### Routed clock nets over the placement

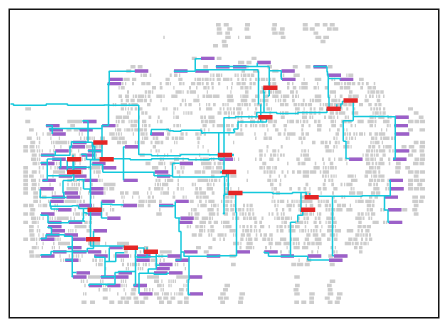
### Placed standard cells

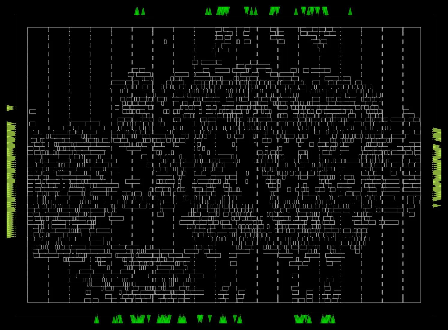
[src/rtl/obc_pkg.sv]
// obc_pkg -- shared definitions for the OBC DFT datapath.
// Used by the bit-serial scheduler, the twiddle-sum ROMs and the top-level DFT.
//   NUM_TAPS      : samples per partial sum (ROM address width)
//   DEF_DW/DEF_RW : default sample / ROM word widths
//   ROM_FRAC_BITS : binary point position of ROM words and results
//   obc_state_e   : scheduler states
//   ACC_*         : shift-accumulator op codes
package obc_pkg;
  localparam int NUM_TAPS      = 8;
  localparam int DEF_DW        = 8;
  localparam int DEF_RW        = 32;
  localparam int ROM_FRAC_BITS = 21;

  typedef enum logic [1:0] {IDLE, RUN, OFFS, DONE} obc_state_e;

  localparam logic [1:0] ACC_CLR  = 2'd0;  // acc = 0
  localparam logic [1:0] ACC_DADD = 2'd1;  // acc = 2*acc + operand
  localparam logic [1:0] ACC_DSUB = 2'd2;  // acc = 2*acc - operand
  localparam logic [1:0] ACC_ADD  = 2'd3;  // acc = acc + operand
endpackage

[src/rtl/obc_shift_acc.sv]
// obc_shift_acc -- AW-bit wrapping shift-accumulator.
//   clk, rst_n : clock, async active-low reset (acc -> 0)
//   en         : perform op this cycle, otherwise hold
//   op         : ACC_CLR / ACC_DADD / ACC_DSUB / ACC_ADD
//   operand    : already sign-extended to AW
//   acc        : accumulator value
module obc_shift_acc
  import obc_pkg::*;
#(
  parameter int AW = 40
) (
  input  logic          clk,
  input  logic          rst_n,
  input  logic          en,
  input  logic [1:0]    op,
  input  logic [AW-1:0] operand,
  output logic [AW-1:0] acc
);
  logic [AW-1:0] dbl;

  assign dbl = {acc[AW-2:0], 1'b0};

  always_ff @(posedge clk or negedge rst_n) begin
    if (!rst_n) begin
      acc <= '0;
    end else if (en) begin
      unique case (op)
        ACC_CLR:  acc <= '0;
        ACC_DADD: acc <= dbl + operand;
        ACC_DSUB: acc <= dbl - operand;
        default:  acc <= acc + operand;
      endcase
    end
  end
endmodule

[src/rtl/obc_bitserial_sched.sv]
// obc_bitserial_sched -- bit-serial sequencer for one OBC partial sum.
// Latches NUM_TAPS signed samples, walks their bit planes MSB-first as the
// ROM address, shift-accumulates the ROM words (MSB plane subtracted), adds
// the offset and presents the result on a valid/ready handshake.
//   clk, rst_n           : clock, async active-low reset
//   in_valid/in_ready    : sample block handshake (in_samples, k at [k*DW +: DW])
//   rom_bits             : ROM address, bit k = current plane bit of sample k
//   rom_data             : combinational ROM word for rom_bits
//   offset               : OBC offset, used on the OFFS cycle only
//   out_valid/out_ready  : result handshake, out_data signed AW bits
//   busy                 : not IDLE
module obc_bitserial_sched
  import obc_pkg::*;
#(
  parameter  int DW = DEF_DW,
  parameter  int RW = DEF_RW,
  localparam int AW = RW + DW
) (
  input  logic                   clk,
  input  logic                   rst_n,
  input  logic                   in_valid,
  output logic                   in_ready,
  input  logic [NUM_TAPS*DW-1:0] in_samples,
  output logic [NUM_TAPS-1:0]    rom_bits,
  input  logic [RW-1:0]          rom_data,
  input  logic [RW-1:0]          offset,
  output logic                   out_valid,
  input  logic                   out_ready,
  output logic [AW-1:0]          out_data,
  output logic                   busy
);
  localparam int              PW        = $clog2(DW);
  localparam logic [PW-1:0]   PLANE_MSB = PW'(DW - 1);

  obc_state_e                       state, state_nxt;
  logic [PW-1:0]                    plane, plane_dn;
  logic [NUM_TAPS-1:0][DW-1:0]      in_vec, samp_q;
  logic [NUM_TAPS-1:0]              msb_bits, nxt_bits;
  logic                             accept;
  logic                             acc_en;
  logic [1:0]                       acc_op;
  logic [AW-1:0]                    acc_opnd, acc;

  assign in_vec   = in_samples;
  assign accept   = (state == IDLE) && in_valid;
  assign plane_dn = plane - PW'(1);

  // rom_bits is a register so the ROM sees no path from in_samples: the MSB
  // plane is loaded straight from the input on accept, later planes come
  // from the latched copy one plane ahead of the current one.
  for (genvar k = 0; k < NUM_TAPS; k++) begin : g_tap
    assign msb_bits[k] = in_vec[k][DW-1];
    assign nxt_bits[k] = samp_q[k][plane_dn];
  end

  // state register
  always_ff @(posedge clk or negedge rst_n) begin
    if (!rst_n) state <= IDLE;
    else        state <= state_nxt;
  end

  // next state
  always_comb begin
    state_nxt = state;
    unique case (state)
      IDLE: if (in_valid)       state_nxt = RUN;
      RUN:  if (plane == '0)    state_nxt = OFFS;
      OFFS:                     state_nxt = DONE;
      DONE: if (out_ready)      state_nxt = IDLE;
      default:                  state_nxt = IDLE;
    endcase
  end

  // outputs and accumulator control
  always_comb begin
    in_ready  = (state == IDLE) && rst_n;
    busy      = (state != IDLE);
    out_valid = (state == DONE);
    acc_en    = 1'b0;
    acc_op    = ACC_CLR;
    acc_opnd  = {{DW{rom_data[RW-1]}}, rom_data};
    unique case (state)
      IDLE: acc_en = in_valid;
      RUN: begin
        acc_en = 1'b1;
        acc_op = (plane == PLANE_MSB) ? ACC_DSUB : ACC_DADD;
      end
      OFFS: begin
        acc_en   = 1'b1;
        acc_op   = ACC_ADD;
        acc_opnd = {{DW{offset[RW-1]}}, offset};
      end
      default: ;
    endcase
  end

  // sample latch, plane counter, ROM address
  always_ff @(posedge clk or negedge rst_n) begin
    if (!rst_n) begin
      samp_q   <= '0;
      plane    <= PLANE_MSB;
      rom_bits <= '0;
    end else if (accept) begin
      samp_q   <= in_vec;
      plane    <= PLANE_MSB;
      rom_bits <= msb_bits;
    end else if (state == RUN && plane != '0) begin
      plane    <= plane_dn;
      rom_bits <= nxt_bits;
    end
  end

  obc_shift_acc #(.AW(AW)) u_acc (
    .clk     (clk),
    .rst_n   (rst_n),
    .en      (acc_en),
    .op      (acc_op),
    .operand (acc_opnd),
    .acc     (acc)
  );

  assign out_data = acc;
endmodule

[config.mk]
export PLATFORM = sky130hd
export DESIGN_NAME = obc_bitserial_sched
export DESIGN_NICKNAME = d
export VERILOG_FILES = /design/src/rtl/obc_pkg.sv /design/src/rtl/obc_shift_acc.sv /design/src/rtl/obc_bitserial_sched.sv
export SDC_FILE = /design/constraint.sdc
export NUM_CORES = 1
export LEC_CHECK = 0
export CORE_ASPECT_RATIO = 0.7
export CORE_MARGIN = 8
export CORE_UTILIZATION = 25
export CTS_CLUSTER_DIAMETER = 60
export CTS_CLUSTER_SIZE = 10
export DETAILED_ROUTE_END_ITERATION = 8
export GPL_TIMING_DRIVEN = 0
export SLEW_MARGIN = 15
export SYNTH_ARGS = -nofsm -noshare
export SYNTH_HDL_FRONTEND = slang
export SYNTH_SLANG_ARGS = --single-unit
[constraint.sdc]
create_clock -name clk -period 10.5 [get_ports clk]
set_clock_uncertainty 0.2 [all_clocks]
set_input_delay 2.1 -clock clk [delete_from_list [all_inputs] [get_ports clk]]
set_output_delay 2.1 -clock clk [all_outputs]
set_load 0.005 [all_outputs]
==> datasheet_impl.txt <==
Table: implementation figures

Parameter                              Value

Run status
  Run status .................. finished clean

Floorplanning
  Number of top-level pins .................. approximately 180
  Vert. Die Dim .................. between 150 and 200 µm
  Die extent in x .................. 277 µm
  Die area .................. 55,000 µm²

Clock network
  Setup Fix Bufs, Post-CTS .................. 0
  PostCTS Resize Cnt .................. 0
  CTS tree .................. yes
  Num CTS Buffers .................. 17
  Clock edge transition at the registers on the reported setup and hold paths .................. 0.07 ns
  Buffer type at the clock tree root .................. clkbuf_16
  TritonCTS sink count .................. ~120
  Buffer levels on the longest clock path .................. 2

Power and ir drop
  Flop pwr share .................. around 16%
  Net switching fraction of the power .................. 53.6%
  Power density of the placed cells .................. approximately 330 nW/µm²
  Combinational share of power .................. 71.5%
  Switching component of the power .................. roughly 2.6 mW
  Highest ir drop seen on vdd .................. 0.185 mV
  Leakage power summed over all cells .................. 6.69 nW

Synth
  Area share of fa/ha/maj cells after synthesis .................. 13.1%
  XOR/XNOR Area Share .................. 5.52%
  Count of flip-flops with a built-in enable after synthesis .................. 0
  Synthesized area divided by synthesized cell count .................. around 7.8 µm²
  Synthesis Warnings .................. 0
  Count of state elements after synthesis .................. between 100 and 150
  Compound-cell area share of the yosys netlist .................. 25.3%
  Number of library cell types mapped by synthesis .................. around 80
  Sequential area share after synthesis .................. 24.6%
  Syn Std Cell Area .................. 11,900 µm²
  Async S/R FF share, synth .................. 100%
  Top non-seq family .................. AND-OR/OR-AND gates
  Number of cell instances after yosys synthesis .................. 1,530
  Mux area share .................. 6.90%
  Post-synthesis net count .................. 1,785

Placed design
  RD Place Congestion .................. 0.971
  Placed inst area .................. between 10,000 and 15,000 µm²
  Detailed placement HPWL .................. 38.4 mm
  Post-placement worst setup slack .................. 3.74 ns
  Buffers added on ports .................. approximately 180

STA
  Least-Margin Pin Slew .................. 1.04 ns
  Worst-case setup margin in the final layout .................. 3.87 ns
  Number of hold violations in the final report .................. 0
  Worst slew margin relative to its limit .................. 31.0%
  Hold Worst Slack .................. 0.269 ns
  Ratio of final minimum period to clock period .................. 63.1%
  Accumulated negative setup slack .................. 0 ns
  Max Slew Vio Count .................. 0
  Time the final worst path needs with I/O delays and setup .................. 6.63 ns
  Final count of negative-setup-slack endpoints .................. 0

Finish
  Final-stage net count .................. 1,987
  Antenna cells .................. 0
  Highest-count logic cell in the final layout .................. nand2_1
  Share of layout cells above drive strength 1 .................. 6.48%
  Most common logic cells in the final layout .................. 288 x nand2_1, 181 x clkdlybuf4s50_1, 148 x a21oi_1, 120 x ha_1, 114 x dfrtp_1
  Non-filler instance count after layout .................. 2,366
  Final instance area .................. 15,100 µm²
  P&R area growth vs syn .................. 27.0%

Worst setup path
  Series of cell instances along the critical path .................. inv_1 -> ha_1 -> clkbuf_1 -> buf_1 -> mux2_2 -> ha_1 -> clkbuf_1 -> nor2_1 -> a221oi_1 -> nor2_1 -> a21oi_1 -> o211ai_1 -> a2111oi_1 -> o31ai_1 -> a31oi_1 -> xor2_1 -> nand2_1 -> a21oi_1
  Delay of the slowest critical-path stage .................. 0.86 ns
  Category of cells accounting for the largest share of critical-path delay .................. AND-OR/OR-AND gates
  Worst EP required .................. 10.66 ns
  Slowest cell on the critical path .................. a2111oi_1
  Data arrival time at the worst-slack endpoint .................. 6.79 ns
  CP Max Fanout .................. 10
  Critical path capture point type .................. flop
  R2R Setup Slk .................. 3.87 ns
  Capture instance of the worst register-to-register path .................. u_acc.acc[37]
  Startpoint of the lowest-slack register-to-register path .................. state[0]
  Crit start category .................. flop
  Worst path bufs/invs .................. 4

Drt
  Via density per instance .................. 5.20
  DRT Wirelength .................. 48.4 mm
  Initial DRC count .................. 1,129
  WL per Instance .................. 20.5 µm
  Drt first pass iters .................. 7
  Post-route DRC .................. 0
  Count of vias placed by the detailed router .................. 12,300
  Tally of nets with antenna violations remaining after routing .................. 0

Run
  Count of max-cap constraint violations .................. 0
  Tally of OpenROAD warnings .................. ~74

Global route
  Total GRT Usage .................. between 10% and 20%
  Vias in the first global route .................. about 12,000
  Total overflow reported by the global router .................. 0

Worst hold path
  Type of the worst min-delay path .................. reg2reg
  Startpoint of the worst hold path .................. samp_q[5]
-- 'Routed clock nets over the placement' (at the start) --
- clock wires: cyan (length 2,450 µm)
- clock-net drivers: red (count 17)
- flip-flops: purple (count 117)
- routed clock nets: 18
- flops lie: widely spread
relative contribution of the clock network to total power: 12.1%
clock distribution power: 599 µW
clock latency on the worst-skew pair: 0.46 ns

-- 'Placed standard cells' (at the start) --
Core Util, Final: 31.9%
total number of tap cells: 621
# rows: 67

## through the flow
stage / power [mW] / utilization, %
after detailed placement: 4.29 / 30.6
after floorplan: 3.10 / -
after global placement: 4.25 / 30.6
after CTS: 4.92 / 31.9
final: 4.94 / 31.9
after global routing: 5.33 / 31.9
## registers in the layout, summed over array words and instances, names as in the netlist
register and cells:
samp_q 64, u_acc.acc 40, rom_bits 8, plane 3, state 2
## area by class of cell
class | count | area [µm²]
plain buffers | 83 | 330
clock buffers | 17 | 425
clock inverters | 15 | 155
fillers | 5031 | 32300
inverters | 86 | 323
multi-input cells | 1244 | 8330
flip-flops and latches | 117 | 2930
well taps | 621 | 777
repair buffers | 183 | 1850
## worst max path at each step
stage,slack (ns),cells after the start,to,from
after floorplan,5.18,14,u_acc.acc[36],offset[10]
after global placement,0.29,3,in_ready,rst_n
after detailed placement,3.74,18,u_acc.acc[37],state[0]
after CTS,3.68,18,u_acc.acc[37],state[0]
after global routing,3.40,18,u_acc.acc[33],state[0]
final,3.87,18,u_acc.acc[37],state[0]
## worst min-delay path, stage by stage, from the launching register on
cell and delay, ns:
dfrtp_1 0.34, nand2_1 0.05, nand2_1 0.05
## synthesized netlist by cell type, types with 5 or more instances
| cell type | number | share of area [%] |
|---|---|---|
| a2111oi_0 | 5 | 0.37 |
| a211oi_1 | 7 | 0.44 |
| a21o_1 | 35 | 2.2 |
| a21oi_1 | 148 | 6.2 |
| a221oi_1 | 10 | 0.74 |
| a22oi_1 | 18 | 1.1 |
| a31oi_1 | 20 | 1.1 |
| and2_1 | 6 | 0.32 |
| and3_1 | 7 | 0.37 |
| buf_1 | 8 | 0.25 |
| clkbuf_1 | 70 | 2.2 |
| dfrtp_1 | 114 | 24 |
| ha_1 | 120 | 13 |
| inv_1 | 86 | 2.7 |
| mux2_2 | 32 | 3.0 |
| mux2i_1 | 10 | 0.84 |
| mux4_2 | 16 | 3.0 |
| nand2_1 | 288 | 9.1 |
| nand2b_1 | 13 | 0.68 |
| nand3_1 | 26 | 1.1 |
| nand4_1 | 11 | 0.58 |
| nor2_1 | 96 | 3.0 |
| nor2b_1 | 12 | 0.63 |
| nor3_1 | 18 | 0.76 |
| nor4_1 | 12 | 0.63 |
| o211ai_1 | 17 | 1.1 |
| o21a_1 | 17 | 1.1 |
| o21ai_0 | 101 | 4.2 |
| o21bai_1 | 17 | 1.1 |
| o22ai_1 | 7 | 0.37 |
| o31ai_1 | 15 | 0.95 |
| or3_1 | 7 | 0.37 |
| xnor2_1 | 49 | 3.6 |
| xor2_1 | 26 | 1.9 |
## power groups by stage
stage	sequential (mW)	combinational [mW]	clock, mW
final	0.809	3.53	0.599
after global routing	0.837	3.86	0.634
after CTS	0.808	3.50	0.614
after detailed placement	0.815	3.48	0
after global placement	0.804	3.45	0
after floorplan	0.766	2.34	0
## metal layers
metal / wire [µm] / up-vias / track usage, %
li1: - / 5868 / -
met1: 23500 / 5860 / 25.1
met2: 20300 / 524 / 25.9
met3: 4060 / 49 / 4.23
met4: 515 / 6 / 2.83
met5: 37 / - / 0
Power figures rest on the tool's default switching activity, not on a simulated workload.
